==> config.mk <==
export PLATFORM = sky130hd
export DESIGN_NAME = onehot_alu_pipe_flat
export DESIGN_NICKNAME = d
export VERILOG_FILES = /design/src/rtl/onehot_alu_pipe_if.sv /design/src/rtl/onehot_alu_pipe.sv /design/src/flat_wrapper.sv
export SDC_FILE = /design/constraint.sdc
export NUM_CORES = 1
export LEC_CHECK = 0
export ABC_AREA = 1
export CAP_MARGIN = 20
export CORE_MARGIN = 10
export CORE_UTILIZATION = 45
export CTS_BUF_LIST = sky130_fd_sc_hd__clkbuf_16
export CTS_CLUSTER_DIAMETER = 60
export DETAILED_ROUTE_END_ITERATION = 6
export PLACE_DENSITY = 0.77
export SLEW_MARGIN = 20
export SYNTH_ARGS = -nofsm -noshare
export SYNTH_HDL_FRONTEND = slang
export SYNTH_SLANG_ARGS = --single-unit
==> constraint.sdc <==
create_clock -name clk -period 1.8 [get_ports clk]
set_input_delay 0.18 -clock clk [delete_from_list [all_inputs] [get_ports clk]]
set_output_delay 0.18 -clock clk [all_outputs]
set_load 0.005 [all_outputs]
==> src/rtl/onehot_alu_pipe_if.sv <==
// Handshake/data bundle for onehot_alu_pipe: input beat channel,
// result channel and the saturating transfer counter.
interface onehot_alu_pipe_if #(
   parameter int WIDTH = 4
);
   logic             in_valid;
   logic             in_ready;
   logic [3:0]       sel;
   logic [WIDTH-1:0] a;
   logic [WIDTH-1:0] b;
   logic             out_valid;
   logic             out_ready;
   logic [WIDTH-1:0] y;
   logic             carry;
   logic             zero;
   logic             sel_err;
   logic [7:0]       op_count;

   // Producer/consumer side (drives beats, accepts results)
   modport master (
      output in_valid, sel, a, b, out_ready,
      input  in_ready, out_valid, y, carry, zero, sel_err, op_count
   );

   // ALU pipeline side
   modport slave (
      input  in_valid, sel, a, b, out_ready,
      output in_ready, out_valid, y, carry, zero, sel_err, op_count
   );
endinterface

==> src/rtl/onehot_alu_pipe.sv <==
// Two-stage valid/ready ALU pipeline with a one-hot operation select.
// S1 registers the raw beat, S2 registers the computed result; an S1 beat
// moves on whenever S2 is empty or being drained, so the pipe sustains one
// beat per cycle and accepts a new beat in the cycle a full pipe drains.
module onehot_alu_pipe #(
   parameter int WIDTH = 4
) (
   input  logic              clk,
   input  logic              rst,
   onehot_alu_pipe_if.slave  bus
);

   // True when exactly one select bit is set
   function automatic logic is_onehot(input logic [3:0] s);
      is_onehot = (s != 4'b0000) && ((s & (s - 4'b0001)) == 4'b0000);
   endfunction

   logic             s1_valid_q, s1_valid_d;
   logic [3:0]       s1_sel_q,   s1_sel_d;
   logic [WIDTH-1:0] s1_a_q,     s1_a_d;
   logic [WIDTH-1:0] s1_b_q,     s1_b_d;
   logic             s2_valid_q, s2_valid_d;
   logic [WIDTH-1:0] s2_y_q,     s2_y_d;
   logic             s2_carry_q, s2_carry_d;
   logic             s2_zero_q,  s2_zero_d;
   logic             s2_err_q,   s2_err_d;
   logic [7:0]       op_count_q, op_count_d;

   logic             s1_adv_s;
   logic             in_xfer_s;
   logic             out_xfer_s;
   logic [WIDTH:0]   sum_s;
   logic [WIDTH:0]   diff_s;
   logic [WIDTH-1:0] res_y_s;
   logic             res_carry_s;
   logic             res_err_s;

   // Handshake decisions; in_ready is held low during reset
   always_comb begin
      out_xfer_s = s2_valid_q && bus.out_ready;
      s1_adv_s   = s1_valid_q && (!s2_valid_q || bus.out_ready);
      if (rst) begin
         bus.in_ready = 1'b0;
      end else begin
         bus.in_ready = !s1_valid_q || s1_adv_s;
      end
      in_xfer_s = bus.in_valid && bus.in_ready;
   end

   // ALU on the S1 beat; invalid selects yield a zero result with sel_err
   always_comb begin
      sum_s       = {1'b0, s1_a_q} + {1'b0, s1_b_q};
      diff_s      = {1'b0, s1_a_q} - {1'b0, s1_b_q};
      res_y_s     = {WIDTH{1'b0}};
      res_carry_s = 1'b0;
      res_err_s   = !is_onehot(s1_sel_q);
      case (s1_sel_q)
         4'b0001: {res_carry_s, res_y_s} = sum_s;
         4'b0010: {res_carry_s, res_y_s} = diff_s;   // top bit is the borrow
         4'b0100: res_y_s = s1_a_q & s1_b_q;
         4'b1000: res_y_s = s1_a_q | s1_b_q;
         default: begin
            res_y_s     = {WIDTH{1'b0}};
            res_carry_s = 1'b0;
         end
      endcase
   end

   // Next-state for both stages and the saturating transfer counter
   always_comb begin
      s1_valid_d = s1_valid_q;
      s1_sel_d   = s1_sel_q;
      s1_a_d     = s1_a_q;
      s1_b_d     = s1_b_q;
      s2_valid_d = s2_valid_q;
      s2_y_d     = s2_y_q;
      s2_carry_d = s2_carry_q;
      s2_zero_d  = s2_zero_q;
      s2_err_d   = s2_err_q;
      op_count_d = op_count_q;

      if (in_xfer_s) begin
         s1_valid_d = 1'b1;
         s1_sel_d   = bus.sel;
         s1_a_d     = bus.a;
         s1_b_d     = bus.b;
      end else if (s1_adv_s) begin
         s1_valid_d = 1'b0;
      end else begin
         s1_valid_d = s1_valid_q;
      end

      // S2 data only changes on a load, so it stays stable under backpressure
      if (s1_adv_s) begin
         s2_valid_d = 1'b1;
         s2_y_d     = res_y_s;
         s2_carry_d = res_carry_s;
         s2_zero_d  = (res_y_s == {WIDTH{1'b0}});
         s2_err_d   = res_err_s;
      end else if (out_xfer_s) begin
         s2_valid_d = 1'b0;
      end else begin
         s2_valid_d = s2_valid_q;
      end

      if (out_xfer_s && (op_count_q != 8'd255)) begin
         op_count_d = op_count_q + 8'd1;
      end else begin
         op_count_d = op_count_q;
      end
   end

   // State registers with synchronous reset discarding any in-flight beats
   always_ff @(posedge clk) begin
      if (rst) begin
         s1_valid_q <= 1'b0;
         s1_sel_q   <= 4'b0000;
         s1_a_q     <= {WIDTH{1'b0}};
         s1_b_q     <= {WIDTH{1'b0}};
         s2_valid_q <= 1'b0;
         s2_y_q     <= {WIDTH{1'b0}};
         s2_carry_q <= 1'b0;
         s2_zero_q  <= 1'b0;
         s2_err_q   <= 1'b0;
         op_count_q <= 8'd0;
      end else begin
         s1_valid_q <= s1_valid_d;
         s1_sel_q   <= s1_sel_d;
         s1_a_q     <= s1_a_d;
         s1_b_q     <= s1_b_d;
         s2_valid_q <= s2_valid_d;
         s2_y_q     <= s2_y_d;
         s2_carry_q <= s2_carry_d;
         s2_zero_q  <= s2_zero_d;
         s2_err_q   <= s2_err_d;
         op_count_q <= op_count_d;
      end
   end

   // Result channel comes straight from the S2 registers
   always_comb begin
      bus.out_valid = s2_valid_q;
      bus.y         = s2_y_q;
      bus.carry     = s2_carry_q;
      bus.zero      = s2_zero_q;
      bus.sel_err   = s2_err_q;
      bus.op_count  = op_count_q;
   end

endmodule

==> src/flat_wrapper.sv <==
// flat-port wrapper written by rule: the top's interface ports become plain ports
module onehot_alu_pipe_flat 
#(
   parameter int WIDTH = 4
)
  (clk, rst, bus_in_valid, bus_sel, bus_a, bus_b, bus_out_ready, bus_in_ready, bus_out_valid, bus_y, bus_carry, bus_zero, bus_sel_err, bus_op_count);
  onehot_alu_pipe_if #(.WIDTH(WIDTH)) bus_i ();
  input  logic clk;
  input  logic rst;
  input wire logic [$bits(bus_i.in_valid)-1:0] bus_in_valid;
  input wire logic [$bits(bus_i.sel)-1:0] bus_sel;
  input wire logic [$bits(bus_i.a)-1:0] bus_a;
  input wire logic [$bits(bus_i.b)-1:0] bus_b;
  input wire logic [$bits(bus_i.out_ready)-1:0] bus_out_ready;
  output wire logic [$bits(bus_i.in_ready)-1:0] bus_in_ready;
  output wire logic [$bits(bus_i.out_valid)-1:0] bus_out_valid;
  output wire logic [$bits(bus_i.y)-1:0] bus_y;
  output wire logic [$bits(bus_i.carry)-1:0] bus_carry;
  output wire logic [$bits(bus_i.zero)-1:0] bus_zero;
  output wire logic [$bits(bus_i.sel_err)-1:0] bus_sel_err;
  output wire logic [$bits(bus_i.op_count)-1:0] bus_op_count;
  assign bus_i.in_valid = bus_in_valid;
  assign bus_i.sel = bus_sel;
  assign bus_i.a = bus_a;
  assign bus_i.b = bus_b;
  assign bus_i.out_ready = bus_out_ready;
  assign bus_in_ready = bus_i.in_ready;
  assign bus_out_valid = bus_i.out_valid;
  assign bus_y = bus_i.y;
  assign bus_carry = bus_i.carry;
  assign bus_zero = bus_i.zero;
  assign bus_sel_err = bus_i.sel_err;
  assign bus_op_count = bus_i.op_count;
  onehot_alu_pipe #(.WIDTH(WIDTH)) u_core (.clk(clk), .rst(rst), .bus(bus_i));
endmodule
Figure 1. M1 wires.
(6 px per µm) Supply wires on this layer in gray. Cells faint in the background.
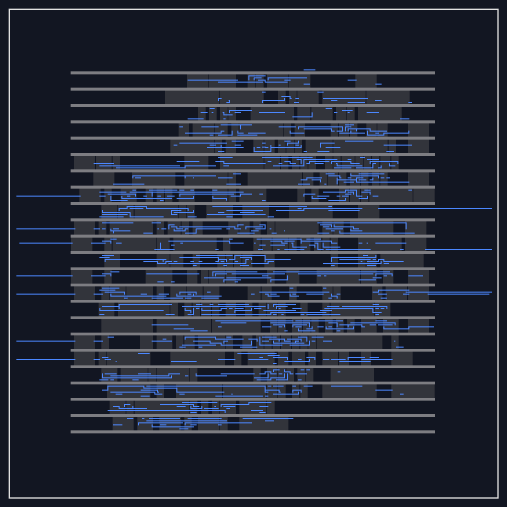
- nets with wire on the layer: 282
- wire length on this layer: 1780 µm
- main direction: horizontal
final wirelength: 3.849 mm
Vias: 1577
GR Util met1: 13.80%

==> job_summary.md <==
## Implementation flow summary

| Metric | Value |
|---|---|
| DR vias/cell | about 4.8 |
| Crit path depth | 10 |
| Residual DRC | 0 |
| Synth Seq Share | around a third |
| RSZ-0062 raised after global routing | yes |
| Syn Inst Count | approximately 240 |
| RePlAce Congestion | about 0.87 |
| Syn. warnings | 0 |
| CP Data Required Time | roughly 2 ns |
| Post-synth area from yosys stat | around 1700 µm² |
| Hold buffers post-CTS | 0 |
| Vias in the first global route | about 1.5k |
| Post-Syn Area | 1685 µm² |
| Hold slack | around 0.45 ns |
| Yosys top cell by area | dfxtp_1 |
| Yosys top cell area share | around a third |
| Hpwl dp | 2.934 mm |
| Status | completed |
| Floorplan Nets | 270 |
| Clk buf depth | 2 |
| Starting DRC count in detailed routing | slightly above 60 |
| Gr ovfl total | 0 |
| Dpl cells | roughly 320 |
| Clk_skew | 0.005075 ns |
| R2R depth | 10 |
| First-pass GRT wire length | around 6.3 mm |
| Distinct lib cells | 24 |
| Core Density at Floorplan | 46.38% |
| Final nets | slightly above 300 |
| Least-Margin Pin Slew | 0.3429 ns |
| Avg Cell Area, Syn | ~7 µm² |
| Placeable Area | between 3000 and 4000 µm² |
| PortBufs | 32 |
| Clock Tree Root | clkbuf_16 |
| Layout cells sized above 1 | ~15% |
| Hold Crit Class | in2reg |
| Final instance area | ~2300 µm² |
| Critical path's slowest cell | fa_2 |
| Area Overhead vs Synth | 36.75% |
| Hold Path Depth | 3 |
| Commonest Layout Cell | nand2_1 |
| Reg clk slew, reported paths | 0.05 ns |
| Ys flops | 29 |
| Slew Limit Fails | 0 |
| Leakage | about 0.0010 µW |
| Max_cap viols | 0 |
Figure 2. Signal wires on met2.
(6 px per µm)
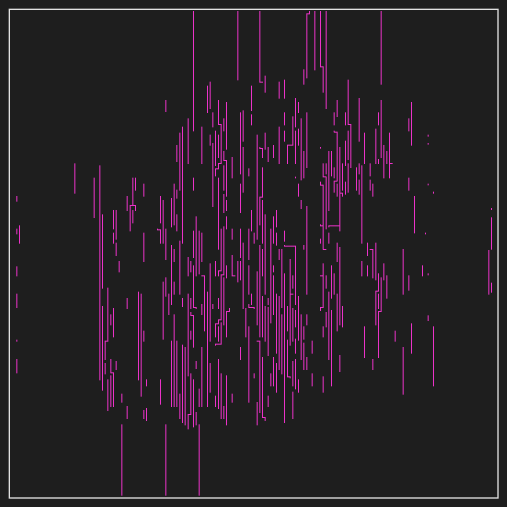
- nets with wire on the layer: 243
- main direction: vertical
- share of all routed wire: 46%
met2 GRT Util: 19.43%

-- tightest hold or removal path: stages --
cell,delay (ns)
clkdlybuf4s50_1,0.39
nand2_1,0.06
o31ai_1,0.05
-- final timing paths --
check	startpoint	end	slack [ns]
max	u_core.s1_b_q[0]	u_core.bus.zero	0.01
min	bus_b[0]	u_core.s1_b_q[0]	0.45
max reg2reg	u_core.s1_b_q[0]	u_core.bus.zero	0.01
min reg2reg	u_core.bus.op_count[4]	u_core.bus.op_count[4]	0.47
-- timing repair --
action | in CTS | in global routing
endpoints found under the hold margin | 0 | 0
buffers inserted | 0 | 3
pin swaps | 0 | 11
endpoints found under the setup margin | 1 | 5
gates resized | 1 | 23
-- flip-flops by register name, summed over array words and instances (netlist names) --
signal,cells
u_core.bus.sel_err,1
u_core.s1_valid_q,1
u_core.s1_sel_q,4
u_core.s1_a_q,4
u_core.bus.y,4
u_core.bus.out_valid,1
u_core.bus.carry,1
u_core.s1_b_q,4
u_core.bus.zero,1
u_core.bus.op_count,8
-- power groups by stage --
stage	Combinational (µW)	Sequential (µW)	Clock (µW)
3_3_place_gp	312	718	0
3_5_place_dp	315	720	0
5_1_grt	380	716	951
2_1_floorplan	195	717	0
4_1_cts	318	708	927
6_report	338	712	907
-- area by class of cell --
| cell class | count | area (µm²) | share of cell area [%] |
|---|---|---|---|
| clock inverter | 3 | 37.54 | 1.629 |
| tap | 48 | 60.06 | 2.606 |
| multi-input combinational | 160 | 937.1 | 40.66 |
| sequential | 29 | 589.3 | 25.57 |
| inverter | 44 | 167.7 | 7.275 |
| timing repair buffer | 39 | 387.9 | 16.83 |
| clock buffer | 5 | 125.1 | 5.429 |
-- synthesized netlist by cell type (all sizes together) --
| cell | count |
|---|---|
| fa | 2 |
| ha | 13 |
| nor3 | 1 |
| inv | 44 |
| buf | 5 |
| a21oi | 13 |
| nand3 | 16 |
| clkbuf | 1 |
| o31ai | 13 |
| o211ai | 2 |
| a21o | 1 |
| dfxtp | 29 |
| nand2 | 55 |
| nor2 | 28 |
| nand3b | 3 |
| o21ai | 13 |
-- stage by stage --
step / total power [µW] / util, % / TNS, ns / setup slack, ns
4_1_cts: 1953 / 61.40 / 0 / 0.01443
3_3_place_gp: 1030 / 56.85 / 0 / 0.01824
5_1_grt: 2047 / 63.43 / -0.09165 / -0.09165
2_1_floorplan: 911.9 / - / 0 / 0.1859
6_report: 1956 / 63.43 / 0 / 0.01264
3_5_place_dp: 1035 / 56.85 / 0 / 0.001932
-- routing by layer --
metal	global-route usage, %	part of all wire [%]	vias up
met3	4.746	6.1	6
met4	5.017	1.5	0
met2	19.43	46	35
li1	-	-	837
met1	13.80	46	699
met5	0	0	-
-- logic make-up after synthesis --
| group | count (synthesis) | synth area share, % |
|---|---|---|
| buf+inv | 50 | 12.32 |
| simple gates | 103 | 26.36 |
| fa+ha+maj | 15 | 12.03 |
| flops | 29 | 34.45 |
| compound gates | 42 | 14.85 |
Power is estimated from default activity; no workload was simulated.
